### src/rtl/uart_rx_sampler.sv
// Oversampling UART receiver: synchronises din, validates start bits, samples mid-bit
// on sample_tick and delivers bytes with a valid/ack handshake. RX_MAJORITY_EN enables 2-of-3 voting.
module uart_rx_sampler #(
  parameter int DATA_BITS    = 8,
  parameter int SAMPLE_RATIO = 16
) (
  input  logic                 clk,
  input  logic                 rst_n,
  input  logic                 sample_tick,
  input  logic                 din,
  input  logic                 rx_ack,
  output logic [DATA_BITS-1:0] rx_data,
  output logic                 rx_valid,
  output logic                 rx_frame_err,
  output logic                 rx_overrun,
  output logic                 busy
);

  localparam int CW = $clog2(SAMPLE_RATIO);
  localparam int BW = (DATA_BITS > 1) ? $clog2(DATA_BITS) : 1;
  localparam logic [CW-1:0] C_LAST = CW'(SAMPLE_RATIO - 1);
  localparam logic [CW-1:0] C_MID  = CW'(SAMPLE_RATIO / 2);
  localparam logic [CW-1:0] C_PRE  = CW'(SAMPLE_RATIO / 2 - 1);
  localparam logic [BW-1:0] B_LAST = BW'(DATA_BITS - 1);

  typedef enum logic [1:0] {IDLE, START, DATA, STOP} state_t;

  state_t                 state;
  logic                   sync1;
  logic                   ds;
  logic [CW-1:0]          cnt;
  logic [BW-1:0]          bit_idx;
  logic [DATA_BITS-1:0]   shreg;
  logic                   samp_b;
  logic                   bit_val;
  logic                   commit;

  always_ff @(posedge clk or negedge rst_n) begin
    if (!rst_n) begin
      sync1 <= 1'b1;
      ds    <= 1'b1;
    end else begin
      sync1 <= din;
      ds    <= sync1;
    end
  end

`ifdef RX_MAJORITY_EN
  localparam logic [CW-1:0] C_PRE2 = CW'(SAMPLE_RATIO / 2 - 2);
  logic samp_a;

  // Third vote is the live sample at the decision tick itself.
  always_comb begin
    bit_val = (samp_a & samp_b) | (samp_a & ds) | (samp_b & ds);
  end

  always_ff @(posedge clk or negedge rst_n) begin
    if (!rst_n)
      samp_a <= 1'b0;
    else if (sample_tick && state != IDLE && cnt == C_PRE2)
      samp_a <= ds;
  end
`else
  always_comb begin
    bit_val = samp_b;
  end
`endif

  always_comb begin
    commit = (state == STOP) && sample_tick && (cnt == C_MID) && bit_val;
  end

  always_ff @(posedge clk or negedge rst_n) begin
    if (!rst_n) begin
      state        <= IDLE;
      cnt          <= '0;
      bit_idx      <= '0;
      shreg        <= '0;
      samp_b       <= 1'b0;
      rx_data      <= '0;
      rx_valid     <= 1'b0;
      rx_frame_err <= 1'b0;
      rx_overrun   <= 1'b0;
      busy         <= 1'b0;
    end else begin
      rx_frame_err <= 1'b0;

      // A commit coinciding with ack treats the old byte as taken: no overrun.
      if (commit) begin
        rx_data    <= shreg;
        rx_valid   <= 1'b1;
        rx_overrun <= rx_ack ? 1'b0 : (rx_overrun | rx_valid);
      end else if (rx_ack && rx_valid) begin
        rx_valid   <= 1'b0;
        rx_overrun <= 1'b0;
      end

      if (sample_tick) begin
        if (state != IDLE && cnt == C_PRE)
          samp_b <= ds;

        case (state)
          IDLE: begin
            if (!ds) begin
              state <= START;
              cnt   <= '0;
              busy  <= 1'b1;
            end
          end
          START: begin
            if (cnt == C_MID && bit_val) begin
              state <= IDLE;
              cnt   <= '0;
              busy  <= 1'b0;
            end else if (cnt == C_LAST) begin
              state   <= DATA;
              cnt     <= '0;
              bit_idx <= '0;
            end else begin
              cnt <= cnt + 1'b1;
            end
          end
          DATA: begin
            if (cnt == C_MID)
              shreg <= {bit_val, shreg[DATA_BITS-1:1]};
            if (cnt == C_LAST) begin
              cnt <= '0;
              if (bit_idx == B_LAST)
                state <= STOP;
              else
                bit_idx <= bit_idx + 1'b1;
            end else begin
              cnt <= cnt + 1'b1;
            end
          end
          STOP: begin
            if (cnt == C_MID) begin
              state <= IDLE;
              cnt   <= '0;
              busy  <= 1'b0;
              if (!bit_val)
                rx_frame_err <= 1'b1;
            end else begin
              cnt <= cnt + 1'b1;
            end
          end
          default: begin
            state <= IDLE;
            cnt   <= '0;
            busy  <= 1'b0;
          end
        endcase
      end
    end
  end

endmodule

### config.mk
export PLATFORM = sky130hd
export DESIGN_NAME = uart_rx_sampler
export DESIGN_NICKNAME = d
export VERILOG_FILES = /design/src/rtl/uart_rx_sampler.sv
export SDC_FILE = /design/constraint.sdc
export NUM_CORES = 1
export LEC_CHECK = 0
export CORE_MARGIN = 3
export CORE_UTILIZATION = 54
export DETAILED_ROUTE_END_ITERATION = 7
export GPL_ROUTABILITY_DRIVEN = 0
export GPL_TIMING_DRIVEN = 0
export PLACE_DENSITY = 0.77
export SYNTH_ARGS = -nofsm -noshare
export SYNTH_HDL_FRONTEND = slang
export SYNTH_SLANG_ARGS = --single-unit
### constraint.sdc
create_clock -name clk -period 1.99 [get_ports clk]
set_input_delay 0.398 -clock clk [delete_from_list [all_inputs] [get_ports clk]]
set_output_delay 0.398 -clock clk [all_outputs]
set_load 0.01 [all_outputs]
==> results.sh, run 1 <==
# implementation run metrics
export IMPL_track_usage=0.184
export IMPL_pwr_share_seq=0.447
export IMPL_synth_cell_area_sq_um=1480
export IMPL_lay_top_cells="30 x dfrtp_1, 17 x mux2_2, 15 x clkdlybuf4s50_1"
export IMPL_clk_latency_ns=0.33
export IMPL_ys_warn_count=0
export IMPL_cp_end_kind="flip-flop"
export IMPL_synthCells=126
export IMPL_cp_depth=5
export IMPL_cts_resized=0
export IMPL_ios=17
export IMPL_fmax_mhz=535
export IMPL_synth_edff_count=0
export IMPL_powerSeq_mw=0.817
export IMPL_yosys_stat_area_sq_um=1480
export IMPL_pre_cts_slack_ns=-0.181
export IMPL_post_cts_buffers=0
export IMPL_finalClockPeriodUsage=0.940
export IMPL_period_minus_slack_ns=1.87
export IMPL_powerDensity_nw_per_um2=1030
export IMPL_synth_nets=135
export IMPL_ys_seq_share=0.543
export IMPL_status="complete, no violations"
export IMPL_powerClk_mw=0.478
export IMPL_topCellsByArea="dfrtp_1 51%, mux2_2 13%, dfstp_2 3.6%"
export IMPL_layout_area_comb_sq_um=632
export IMPL_clockNetworkAreaShare=0.0451
export IMPL_warnings=27
export IMPL_clock_buffer_count=5
export IMPL_clockRootBuffer="clkbuf_4"
export IMPL_reg_top3="rx_data (8), shreg (8), cnt (4)"
export IMPL_synthArstFlopShare=1.00
export IMPL_switchingPower_mw=0.612
export IMPL_nFillCells=179
export IMPL_dominant_cells="registers"
export IMPL_ant_nets=0
export IMPL_p_total_mw=1.83
export IMPL_comb_cells=83
export IMPL_finalSetupViolCount=0
export IMPL_drive_gt1_frac=0.281
export IMPL_hold_viol=0
export IMPL_start_kind="input port"
export IMPL_max_cap_violations=0
export IMPL_fin_nets=161
export IMPL_num_vias=1049
export IMPL_diodes=0
export IMPL_post_dp_cell_area_sq_um=1680
export IMPL_crit_required_ns=2.26
export IMPL_regArea_sq_um=803
export IMPL_holdWs_ns=0.0935
run 1: cell families after synthesis:
kind of cell,count (synthesis),share of synthesized area
mux,19,0.143
flops,32,0.543
xor+xnor,1,0.00592
compound gates,22,0.0947
buf+inv,11,0.0304
simple gates,36,0.142
fa+ha+maj,5,0.0414
run 1: worst max-delay path by stage:
stage                             to
after floorplan             state[0]
after global placement    bit_idx[0]
after detailed placement  bit_idx[0]
after CTS                 rx_data[7]
after global routing      bit_idx[0]
final                     bit_idx[0]
run 1: through the flow:
step | instances | TNS (ns)
floorplan | 126 | 0
global placement | 172 | -1.66
detailed placement | 172 | -1.90
CTS | 180 | 0
global route | 183 | 0
finish | 183 | 0
run 1: per-layer routing:
layer	up-vias	GRT usage
li1	509	-
met1	507	0.234
met2	27	0.293
met3	6	0.0504
met4	0	0.0828
met5	-	0
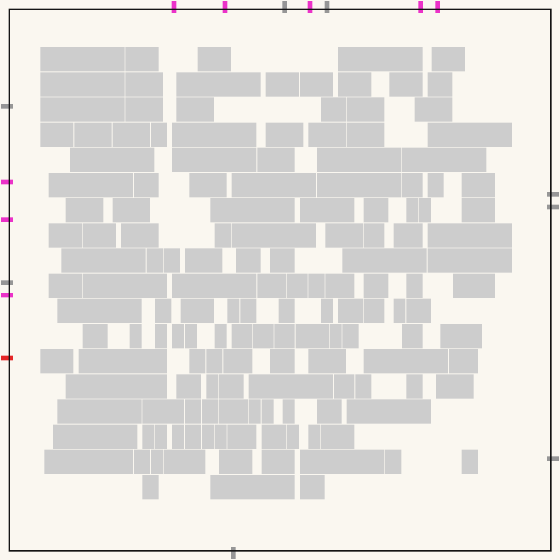
Fig. 1. Pin map (run 1).
Pins as bars across the die edge, other pins in grey.
Key: magenta = rx_data [pins 8, direction output, edge 5 top, 3 left]; red = din [pins 1, direction input, edge left]
Die Y: 58.4 um
Port Buffer Count: 16
die width: 58.4 um

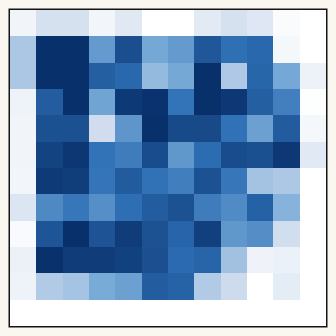
Fig. 2. Cell density map (run 1).
The die is cut into 12 by 12 equal tiles; white is low, dark blue is high, 0 to 100% covered.
16% of the tiles are nearly empty. The fullest tile reaches 100%. 38% of the tiles are over 75% full. The emptiest ninth of the die: bottom right. The densest ninth of the die: middle.
core area: 2540 sq um
Final Util: 0.698
fp util: 0.582

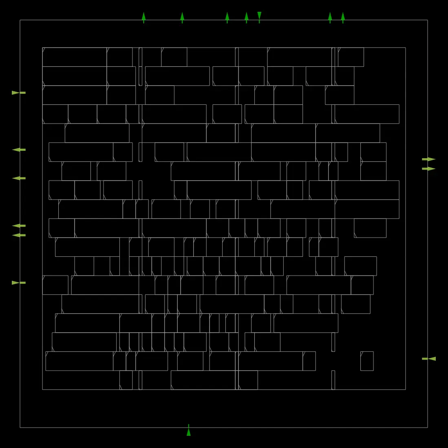
Fig. 3. Placement view (run 1).
Tap Count: 30
sequential cell area share: 0.452
non-filler cells, final: 183
seq_cells: 32

## Run 2: what changed since run 1
Settings changed: REMOVE_ABC_BUFFERS set to 1.
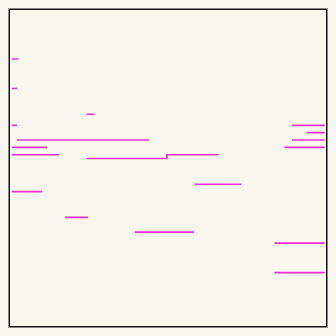
Fig. 4. Metal 3 (run 2).
The wires run mostly horizontal. The longest straight run is 24.1 um. The layer holds 5.1% of the routed length.
GR Layer Usage met3: 0.0482
vias: 1024
drt total wl: 2.65 mm

==> run 2 against run 1 <==
Compared with the run above: synthesized cell count stayed put; via count is 2.4% lower; clock skew is 0.0029 ns lower; setup slack better by 0.013 ns; count of clock-buffer cells in the layout stayed put; first-iteration DRC count is 8.3% lower; sequential share of layout area is 0.81 points higher; routed wire length is 2.0% lower; power is 1.5% lower; largest power group unchanged; highest routed layer unchanged.
==> results.sh, run 2 <==
# implementation run metrics
export IMPL_tap_cells=30
export IMPL_cp_end_kind="flip-flop"
export IMPL_ys_sh_adder=0.0414
export IMPL_powerClk_mw=0.484
export IMPL_numSequentialCells=32
export IMPL_use_met1=0.242
export IMPL_grt_busiest_layer="met2"
export IMPL_fp_dieW_um=58.4
export IMPL_yosys_stat_area_sq_um=1480
export IMPL_ys_sh_simple=0.142
export IMPL_dominant_cells="registers"
export IMPL_clockNetworkAreaShare=0.0459
export IMPL_post_cts_buffers=0
export IMPL_synthCells=126
export IMPL_pre_cts_slack_ns=-0.237
export IMPL_cp_endpoint="shreg[4]"
export IMPL_fp_coreArea_sq_um=2540
export IMPL_clock_buffer_count=5
export IMPL_yosys_area_share_aoi=0.0947
export IMPL_start_kind="input port"
export IMPL_fin_nets=155
export IMPL_powerSeq_mw=0.901
export IMPL_seq_area_frac=0.461
export IMPL_diodes=0
export IMPL_fp_util=0.582
export IMPL_mux_share=0.143
export IMPL_status="complete, no violations"
export IMPL_period_minus_slack_ns=1.86
export IMPL_pwr_share_seq=0.501
export IMPL_ant_nets=0
export IMPL_cp_depth=4
export IMPL_comb_cells=84
export IMPL_switchingPower_mw=0.606
export IMPL_track_usage=0.187
export IMPL_ys_seq_share=0.543
export IMPL_warnings=26
export IMPL_reg_top3="rx_data (8), shreg (8), cnt (4)"
export IMPL_layout_area_comb_sq_um=638
export IMPL_max_cap_violations=0
export IMPL_met2_usage=0.293
export IMPL_synthArstFlopShare=1.00
export IMPL_drive_gt1_frac=0.265
export IMPL_hold_viol=0
export IMPL_topCellsByArea="dfrtp_1 51%, mux2_2 13%, dfstp_2 3.6%"
export IMPL_holdWs_ns=0.0961
export IMPL_lay_top_cells="30 x dfrtp_1, 17 x mux2_2, 15 x clkdlybuf4s50_1"
export IMPL_logic_family="multiplexers"
export IMPL_nFillCells=193
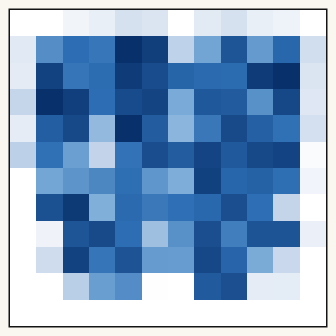
Fig. 5. Cell density map (run 2).
The die is cut into 12 by 12 equal tiles; white is low, dark blue is high, 0 to 100% covered.
38% of the tiles are over 75% full. 19% of the tiles are nearly empty. The mean over all tiles is 50%. The fullest tile reaches 100%. The densest ninth of the die: middle.
Final Util: 0.685

-- run 2: cell count changes in the layout (fill, tap and decap cells not counted) --
cell / previous run / this run
nor2_2: 0 / 1
clkbuf_1: 2 / 0
buf_2: 4 / 1
buf_4: 3 / 1
-- run 2: logic make-up (layout without fill, tap and decap cells) --
family / Yosys count / after routing
simple gates: 36 / 37
compound gates: 22 / 22
fa+ha+maj: 5 / 5
buf+inv: 11 / 31
flops: 32 / 32
mux: 19 / 19
xor+xnor: 1 / 1
-- run 2: through the flow --
| step | total power [mW] | setup TNS, ns | instances |
|---|---|---|---|
| final | 1.80 | 0 | 177 |
| after global routing | 1.92 | 0 | 177 |
| after global placement | 1.29 | -2.77 | 167 |
| after CTS | 1.81 | 0 | 175 |
| after floorplan | 1.19 | 0 | 121 |
| after detailed placement | 1.32 | -5.57 | 167 |
No activity file was given, so power comes from the tool's default toggle rates.
